===== config.mk =====
export PLATFORM = sky130hd
export DESIGN_NAME = dense_result_collector
export DESIGN_NICKNAME = d
export VERILOG_FILES = /design/src/rtl/dense_result_collector.sv
export SDC_FILE = /design/constraint.sdc
export NUM_CORES = 1
export LEC_CHECK = 0
export ABC_CLOCK_PERIOD_IN_PS = 36100
export CAP_MARGIN = 20
export CELL_PAD_IN_SITES_DETAIL_PLACEMENT = 1
export CELL_PAD_IN_SITES_GLOBAL_PLACEMENT = 2
export CORE_MARGIN = 1.5
export CORE_UTILIZATION = 35
export CTS_CLUSTER_SIZE = 25
export DETAILED_ROUTE_END_ITERATION = 6
export PLACE_DENSITY = 0.71
export REMOVE_ABC_BUFFERS = 1
export SETUP_SLACK_MARGIN = 0.3
export SLEW_MARGIN = 40
export SYNTH_ARGS = -nofsm -noshare
export SYNTH_HDL_FRONTEND = slang
export SYNTH_SLANG_ARGS = --single-unit

===== constraint.sdc =====
create_clock -name clk -period 36.1 [get_ports clk]
set_input_delay 3.61 -clock clk [delete_from_list [all_inputs] [get_ports clk]]
set_output_delay 3.61 -clock clk [all_outputs]
set_load 0.05 [all_outputs]

===== src/rtl/dense_result_collector.sv =====
// -----------------------------------------------------------------------------
// dense_result_collector
//
// Collects the paired result lanes of mul_dense (two adjacent columns of C per
// beat) into a show-ahead pair FIFO, then serialises them as a single 64-bit
// ready/valid element stream tagged with row/column indices. mul_dense cannot
// be stalled, so beats that find no room (or arrive while not armed) are
// dropped and recorded in a sticky overflow flag.
//
// Ports:
//   clk        system clock, rising edge
//   rst        asynchronous active-low reset
//   start      one-cycle pulse: flush FIFO, clear indices/overflow, arm
//   in_valid   mul_dense beat valid
//   in_data1   C[r][c]   (even column)
//   in_data2   C[r][c+1] (odd column)
//   out_data   current element
//   out_valid  out_data/out_row/out_col/out_last valid
//   out_ready  downstream accepts element
//   out_row    row index of out_data
//   out_col    column index of out_data
//   out_last   element is C[ROWS-1][COLS-1]
//   busy       armed, matrix not yet fully emitted
//   done       one-cycle pulse after the last element transfers
//   overflow   sticky: an input beat was dropped
//   level      FIFO occupancy in pairs
// -----------------------------------------------------------------------------
module dense_result_collector #(
  parameter int ROWS  = 4,
  parameter int COLS  = 4,
  parameter int DEPTH = 8,
  parameter int IDX_W = 8
) (
  input  logic                     clk,
  input  logic                     rst,
  input  logic                     start,
  input  logic                     in_valid,
  input  logic [63:0]              in_data1,
  input  logic [63:0]              in_data2,
  output logic [63:0]              out_data,
  output logic                     out_valid,
  input  logic                     out_ready,
  output logic [IDX_W-1:0]         out_row,
  output logic [IDX_W-1:0]         out_col,
  output logic                     out_last,
  output logic                     busy,
  output logic                     done,
  output logic                     overflow,
  output logic [$clog2(DEPTH):0]   level
);

  localparam int PTR_W = $clog2(DEPTH);
  localparam int LVL_W = PTR_W + 1;
  localparam logic [IDX_W-1:0] LAST_ROW = IDX_W'(ROWS - 1);
  localparam logic [IDX_W-1:0] LAST_COL = IDX_W'(COLS - 1);
  localparam logic [LVL_W-1:0] FULL_LVL = LVL_W'(DEPTH);

  typedef enum logic [1:0] {
    ST_IDLE,
    ST_LO,
    ST_HI
  } state_t;

  state_t             r_state;
  state_t             w_next_state;

  logic [127:0]       r_mem [DEPTH];
  logic [PTR_W-1:0]   r_wr_ptr;
  logic [PTR_W-1:0]   r_rd_ptr;
  logic [LVL_W-1:0]   r_level;
  logic [IDX_W-1:0]   r_row;
  logic [IDX_W-1:0]   r_col;
  logic               r_done;
  logic               r_overflow;

  logic [127:0]       w_head;
  logic               w_busy;
  logic               w_out_valid;
  logic               w_xfer;
  logic               w_pop;
  logic               w_push;
  logic               w_drop;
  logic               w_last;
  logic [PTR_W-1:0]   w_wr_addr;

  // ---------------------------------------------------------------------------
  // Handshake and FIFO control
  // ---------------------------------------------------------------------------
  assign w_head      = r_mem[r_rd_ptr];
  assign w_busy      = (r_state != ST_IDLE);
  assign w_out_valid = w_busy && (r_level != '0);
  assign w_last      = (r_row == LAST_ROW) && (r_col == LAST_COL);

  // A transfer coinciding with start belongs to the aborted matrix and is
  // discarded by the flush, so it must not advance anything.
  assign w_xfer = w_out_valid && out_ready && !start;
  assign w_pop  = w_xfer && (r_state == ST_HI);

  // start flushes the FIFO, so a beat arriving with it always has room and
  // becomes the first pair of the new matrix.
  assign w_push = in_valid && (start || (w_busy && ((r_level < FULL_LVL) || w_pop)));
  assign w_drop = in_valid && !w_push;

  assign w_wr_addr = start ? '0 : r_wr_ptr;

  // ---------------------------------------------------------------------------
  // FSM: IDLE -> LO (even column) -> HI (odd column) -> LO ... -> IDLE
  // ---------------------------------------------------------------------------
  // NOTE: sequential state uses non-blocking (<=) so every register samples
  // pre-edge values; blocking here would create order-dependent races.
  always_ff @(posedge clk or negedge rst) begin
    if (!rst) r_state <= ST_IDLE;
    else      r_state <= w_next_state;
  end

  // NOTE: the default on the first line keeps every path assigned, so no
  // latch is inferred when a branch leaves the state unchanged.
  always_comb begin
    w_next_state = r_state;
    if (start) begin
      w_next_state = ST_LO;
    end else begin
      unique case (r_state)
        ST_IDLE: w_next_state = ST_IDLE;
        ST_LO:   if (w_xfer) w_next_state = ST_HI;
        ST_HI:   if (w_xfer) w_next_state = w_last ? ST_IDLE : ST_LO;
        default: w_next_state = ST_IDLE;
      endcase
    end
  end

  // ---------------------------------------------------------------------------
  // Pair storage
  // ---------------------------------------------------------------------------
  // NOTE: the storage array has no reset; stale contents are never visible
  // because out_data is gated by out_valid, which needs a non-zero level.
  always_ff @(posedge clk) begin
    if (w_push) r_mem[w_wr_addr] <= {in_data2, in_data1};
  end

  always_ff @(posedge clk or negedge rst) begin
    if (!rst) begin
      r_wr_ptr <= '0;
      r_rd_ptr <= '0;
      r_level  <= '0;
    end else if (start) begin
      r_rd_ptr <= '0;
      r_wr_ptr <= w_push ? PTR_W'(1) : '0;
      r_level  <= w_push ? LVL_W'(1) : '0;
    end else begin
      if (w_push) r_wr_ptr <= r_wr_ptr + PTR_W'(1);
      if (w_pop)  r_rd_ptr <= r_rd_ptr + PTR_W'(1);
      unique case ({w_push, w_pop})
        2'b10:   r_level <= r_level + LVL_W'(1);
        2'b01:   r_level <= r_level - LVL_W'(1);
        default: r_level <= r_level;
      endcase
    end
  end

  // ---------------------------------------------------------------------------
  // Element indices, done pulse and sticky overflow
  // ---------------------------------------------------------------------------
  always_ff @(posedge clk or negedge rst) begin
    if (!rst) begin
      r_row      <= '0;
      r_col      <= '0;
      r_done     <= 1'b0;
      r_overflow <= 1'b0;
    end else begin
      r_done <= w_xfer && w_last;

      if (start)       r_overflow <= 1'b0;
      else if (w_drop) r_overflow <= 1'b1;

      if (start) begin
        r_row <= '0;
        r_col <= '0;
      end else if (w_xfer) begin
        if (r_col == LAST_COL) begin
          r_col <= '0;
          // Wrapping the row after the last element leaves the indices at 0
          // while idle.
          r_row <= w_last ? '0 : r_row + IDX_W'(1);
        end else begin
          r_col <= r_col + IDX_W'(1);
        end
      end
    end
  end

  // ---------------------------------------------------------------------------
  // Outputs
  // ---------------------------------------------------------------------------
  assign out_valid = w_out_valid;
  assign out_data  = !w_out_valid          ? '0            :
                     (r_state == ST_HI)    ? w_head[127:64] : w_head[63:0];
  assign out_row   = r_row;
  assign out_col   = r_col;
  assign out_last  = w_last;
  assign busy      = w_busy;
  assign done      = r_done;
  assign overflow  = r_overflow;
  assign level     = r_level;

endmodule


==> impl_metrics.csv, run 1 <==
group,metric,value,unit
setup_path,cp_top_family,"buffers and inverters",
setup_path,reg2reg_depth,6,
setup_path,crit_cells,6,
routing,drc,0,
pwr,p_comb_share,7.3,%
setup_path,path_buffers,3,
final_layout,nMultiInputCombCells,540,
sta,setup_violations,0,
routing,antenna_left,0,
worst_hold_path,hold_class,"flip-flop to flip-flop",
routing,initialDrtViolationCount,1182,
status,status,"complete, no violations",
pwr,leakagePower,14.9,nW
yosys,yosys.cell_count.top_type,"edfxtp_1",
setup_path,critPathLaunchType,"flip-flop",
cts,htreeDepth,3,
grt,gr-usage-met3,3.79,%
pwr,p_sw_share,22.5,%
setup_path,timing.rr.end,"r_mem[3][125]$_DFFE_PP_",
sta,fmax,115,MHz
worst_hold_path,min_path_cells,1,
sta,finalClockPeriodUsage,24.0,%
final_layout,clkbuf_count,123,
yosys,edf_count,1024,
sta,fin_tns_setup,0,ns
grt,grt_pass1_wl,139000,µm
placement,dpl.cell_count,3367,
final_layout,logic_area,8660,µm²
routing,drt_wl_total,92900,µm
yosys,synthTopCellsByArea,"edfxtp_1, mux4_2, dfrtp_1, and2_1, clkbuf_1",
grt,antenna_found_initial,21,
yosys,yosys.area_share.simple,2.25,%
yosys,top_area_cell,"edfxtp_1",
## run 1: cell usage in the layout, fill, tap and decap left out, types with 3 or more instances in the layout
cell type           n
a21oi_1             8
and2_1             64
and3_1              5
buf_12              8
buf_16              9
buf_4               9
buf_6              10
bufinv_16          16
clkbuf_1           12
clkbuf_16         111
clkdlybuf4s50_1   220
clkinv_1           19
clkinv_2           21
clkinv_4            3
clkinvlp_4         13
dfrtp_1            27
dfrtp_4             3
diode_2             4
edfxtp_1         1024
ha_1                6
inv_1               3
inv_16              3
inv_6               8
mux4_2            320
nand2_1            19
nand2b_1            3
nand3_1            10
nand3b_1            3
nand4_1             5
nor2_1             16
nor2_4              3
nor2b_1             5
nor3_1              6
nor3_2              3
o21ai_0             7
o21ai_1             7
o31ai_1             4
xor2_1              9
## run 1: power groups by stage
stage	logic (mW)	registers (mW)	clock network [mW]
finish	0.200	1.38	1.16
global route	0.213	1.38	1.23
CTS	0.205	1.38	1.19
detailed placement	0.205	1.41	0
global placement	0.198	1.41	0
floorplan	0.107	1.42	0
## run 1: sequential cells by signal, summed over array words and instances (netlist names)
| register | flops |
|---|---|
| r_rd_ptr | 3 |
| r_mem | 1024 |
| done | 1 |
| out_col | 8 |
| out_row | 8 |
| level | 4 |
| r_state | 2 |
| r_wr_ptr | 3 |
| overflow | 1 |
## run 1: kinds of logic (layout without fill, tap and decap cells)
| logic type | count (synthesis) | count (layout) |
|---|---|---|
| flip-flops | 1054 | 1054 |
| multiplexers | 323 | 323 |
| AND/OR/NAND/NOR | 160 | 160 |
| buffers and inverters | 92 | 469 |
| AND-OR/OR-AND | 41 | 41 |
| XOR/XNOR | 10 | 10 |
| adder cells (fa/ha/maj) | 6 | 6 |
| other | 0 | 4 |
Fig. 1: run 1, placement by cell class
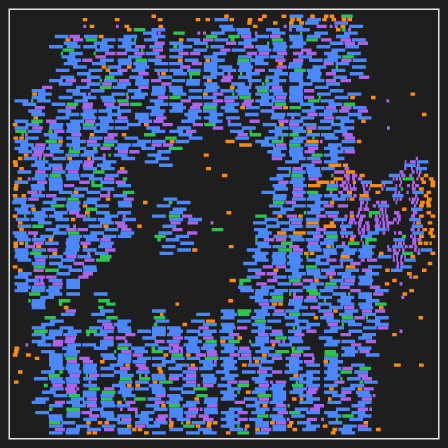
legend:
  orange:
    class: other buffers and delay cells
    cells: 259
  purple:
    class: all other logic
    cells: 544
  green:
    class: clock drivers and dummy loads
    cells: 206
  blue:
    class: flops
    cells: 1,054
Finished Core Util: 42.4%
Placement Rows: 124
sequential share of cell area: 64.8%
core box area: 115,000 µm²

Fig. 2: run 1, where the registers sit
Other sequential cells in the stronger grey, the rest of the logic in the fainter grey.
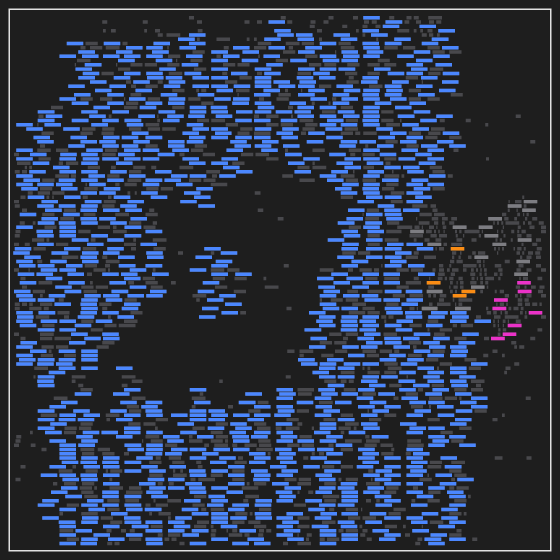
legend:
  magenta:
    name_in_the_netlist: out_col
    sequential_cells: 8
    where: right middle
  blue:
    name_in_the_netlist: r_mem
    sequential_cells: 1,024
    where: all over the die
  orange:
    name_in_the_netlist: level
    sequential_cells: 4
    where: right middle
not coloured: 18
Flop area: 31,500 µm²
Seq group: 1.38 mW

Fig. 3: run 1, track usage over the die
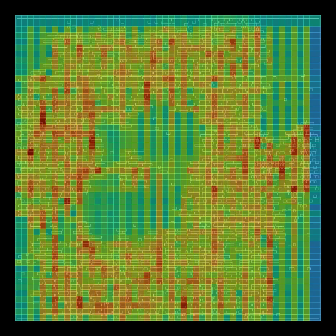
GRT met2 Usage: 25.8%
global routing usage on met1: 22.0%
grt peak-use layer: met2

## Run 2: what changed since run 1
--- a/config.mk
+++ b/config.mk
@@ -5,7 +5,7 @@
 export SDC_FILE = /design/constraint.sdc
 export NUM_CORES = 1
 export LEC_CHECK = 0
-export ABC_CLOCK_PERIOD_IN_PS = 36100
+export ABC_CLOCK_PERIOD_IN_PS = 7150
 export CAP_MARGIN = 20
 export CELL_PAD_IN_SITES_DETAIL_PLACEMENT = 1
 export CELL_PAD_IN_SITES_GLOBAL_PLACEMENT = 2
@@ -13,7 +13,7 @@
 export CORE_UTILIZATION = 35
 export CTS_CLUSTER_SIZE = 25
 export DETAILED_ROUTE_END_ITERATION = 6
-export PLACE_DENSITY = 0.71
+export PLACE_DENSITY = 0.73
 export REMOVE_ABC_BUFFERS = 1
 export SETUP_SLACK_MARGIN = 0.3
 export SLEW_MARGIN = 40
==> constraint.sdc (replaced) <==
create_clock -name clk -period 7.15 [get_ports clk]
set_input_delay 0.715 -clock clk [delete_from_list [all_inputs] [get_ports clk]]
set_output_delay 0.715 -clock clk [all_outputs]
set_load 0.05 [all_outputs]
Fig. 4: run 2, where the registers sit
Other sequential cells in the stronger grey, the rest of the logic in the fainter grey.
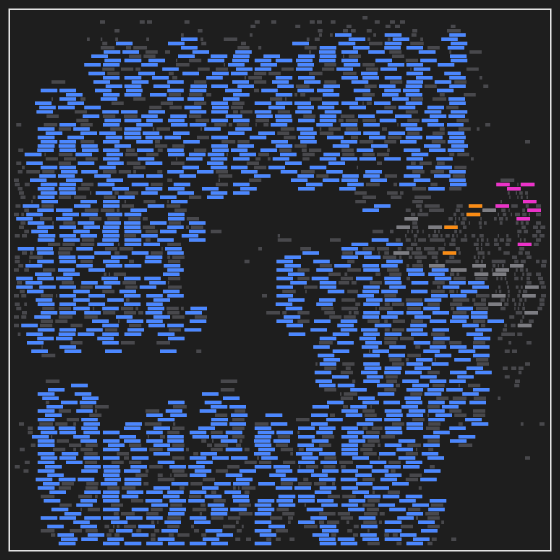
legend:
  orange:
    name_in_the_netlist: level
    sequential_cells: 4
    where: right middle
  magenta:
    name_in_the_netlist: out_col
    sequential_cells: 8
  blue:
    name_in_the_netlist: r_mem
    sequential_cells: 1,024
    where: all over the die
not coloured: 18
sequential share of cell area: 65.1%
Finished Core Util: 42.2%
Seq group: 6.97 mW

==> impl_metrics.csv, run 2 <==
group,metric,value,unit
sta,finalClockPeriodUsage,69.5,%
yosys,top_area_cell,"edfxtp_1",
final_layout,largest-register,"r_mem",
final_layout,nMultiInputCombCells,540,
routing,drt_wl_total,90600,µm
final_layout,register_area,31500,µm²
grt,gr-usage-met3,3.26,%
cts,htreeDepth,3,
yosys,edf_count,1024,
sta,fin_tns_setup,0,ns
final_layout,layout_top_cells,"edfxtp_1, mux4_2, clkdlybuf4s50_1",
routing,routed-wl-met3,4910,µm
worst_hold_path,hold_class,"input pin to async pin",
yosys,aoi_share,0.672,%
routing,antenna_left,0,
grt,grt-busiest-layer,"met2",
yosys,yosysCellCount,1686,
yosys,synthTopCellsByArea,"edfxtp_1, mux4_2, dfrtp_1, and2_1, clkbuf_1",
final_layout,logic_area,8650,µm²
run,cap_violations,0,
placement,placed_area,44900,µm²
final_layout,lay_top_count,"edfxtp_1",
die,core,115000,µm²
sta,setup_violations,0,
routing,initialDrtViolationCount,1400,
yosys,ff_type,"edfxtp_1",
routing,drc,0,
placement,dpl.cell_count,3367,
grt,antenna_found_initial,15,
setup_path,path_buffers,3,
final_layout,clkbuf_count,144,
setup_path,critPathLaunchType,"flip-flop",
die,rows,124,
yosys,synth_flops,1054,
yosys,yosys.area_share.simple,2.25,%
yosys,yosys.cell_count.top_type,"edfxtp_1",
sta,fmax,201,MHz
grt,grt_pass1_wl,136000,µm
status,status,"complete, no violations",
setup_path,cp_top_family,"buffers and inverters",
[run 2: netlist changes by cell type in the layout (fill, tap and decap cells not counted), moves of 4 or more]
cell,before,now
clkinv_1,19,28
clkinv_2,21,13
buf_12,8,19
clkinvlp_4,13,1
buf_4,9,13
buf_16,9,4
buf_6,10,0
bufinv_16,16,6
clkbuf_1,12,28
[run 2: repair_timing]
| action | CTS | global route |
|---|---|---|
| hold endpoints to repair | 0 | 30 |
| buffers inserted | 0 | 0 |
| gates resized | 0 | 0 |
| hold buffers | 0 | 1 |
[run 2: through the flow]
| step | power (mW) | setup WS, ns |
|---|---|---|
| after floorplan | 7.69 | -8.53 |
| after detailed placement | 8.13 | 2.81 |
| final | 13.5 | 2.18 |
| after global routing | 13.9 | 1.93 |
| after CTS | 13.7 | 2.01 |
| after global placement | 8.09 | 2.71 |
[run 2: path summary, 6_finish.rpt]
| check | from | to | slack (ns) | cells after the start |
|---|---|---|---|---|
| max in group asynchronous | rst | r_rd_ptr[1]$_DFFE_PN0P_ | 6.31 | 2 |
| worst max register to register | r_state[0]$_DFFE_PN0P_ | r_mem[6][84]$_DFFE_PP_ | 3.84 | 6 |
| worst min register to register | out_row[7]$_DFFE_PN0P_ | out_row[7]$_DFFE_PN0P_ | 0.51 | 1 |
| worst min-delay path | rst | out_col[4]$_DFFE_PN0P_ | 0.50 | 2 |
| worst max-delay path | r_rd_ptr[0]$_DFFE_PN0P_ | out_data[50] | 2.18 | 6 |
| min in group clk | out_row[7]$_DFFE_PN0P_ | out_row[7]$_DFFE_PN0P_ | 0.51 | 1 |
[run 2: power by group]
group / switching (mW) / leakage [nW] / internal (mW)
registers: 0.0458 / 9.69 / 6.93
logic: 0.636 / 3.36 / 0.370
clock network: 2.36 / 1.70 / 3.14
No activity file was given, so power comes from the tool's default toggle rates.
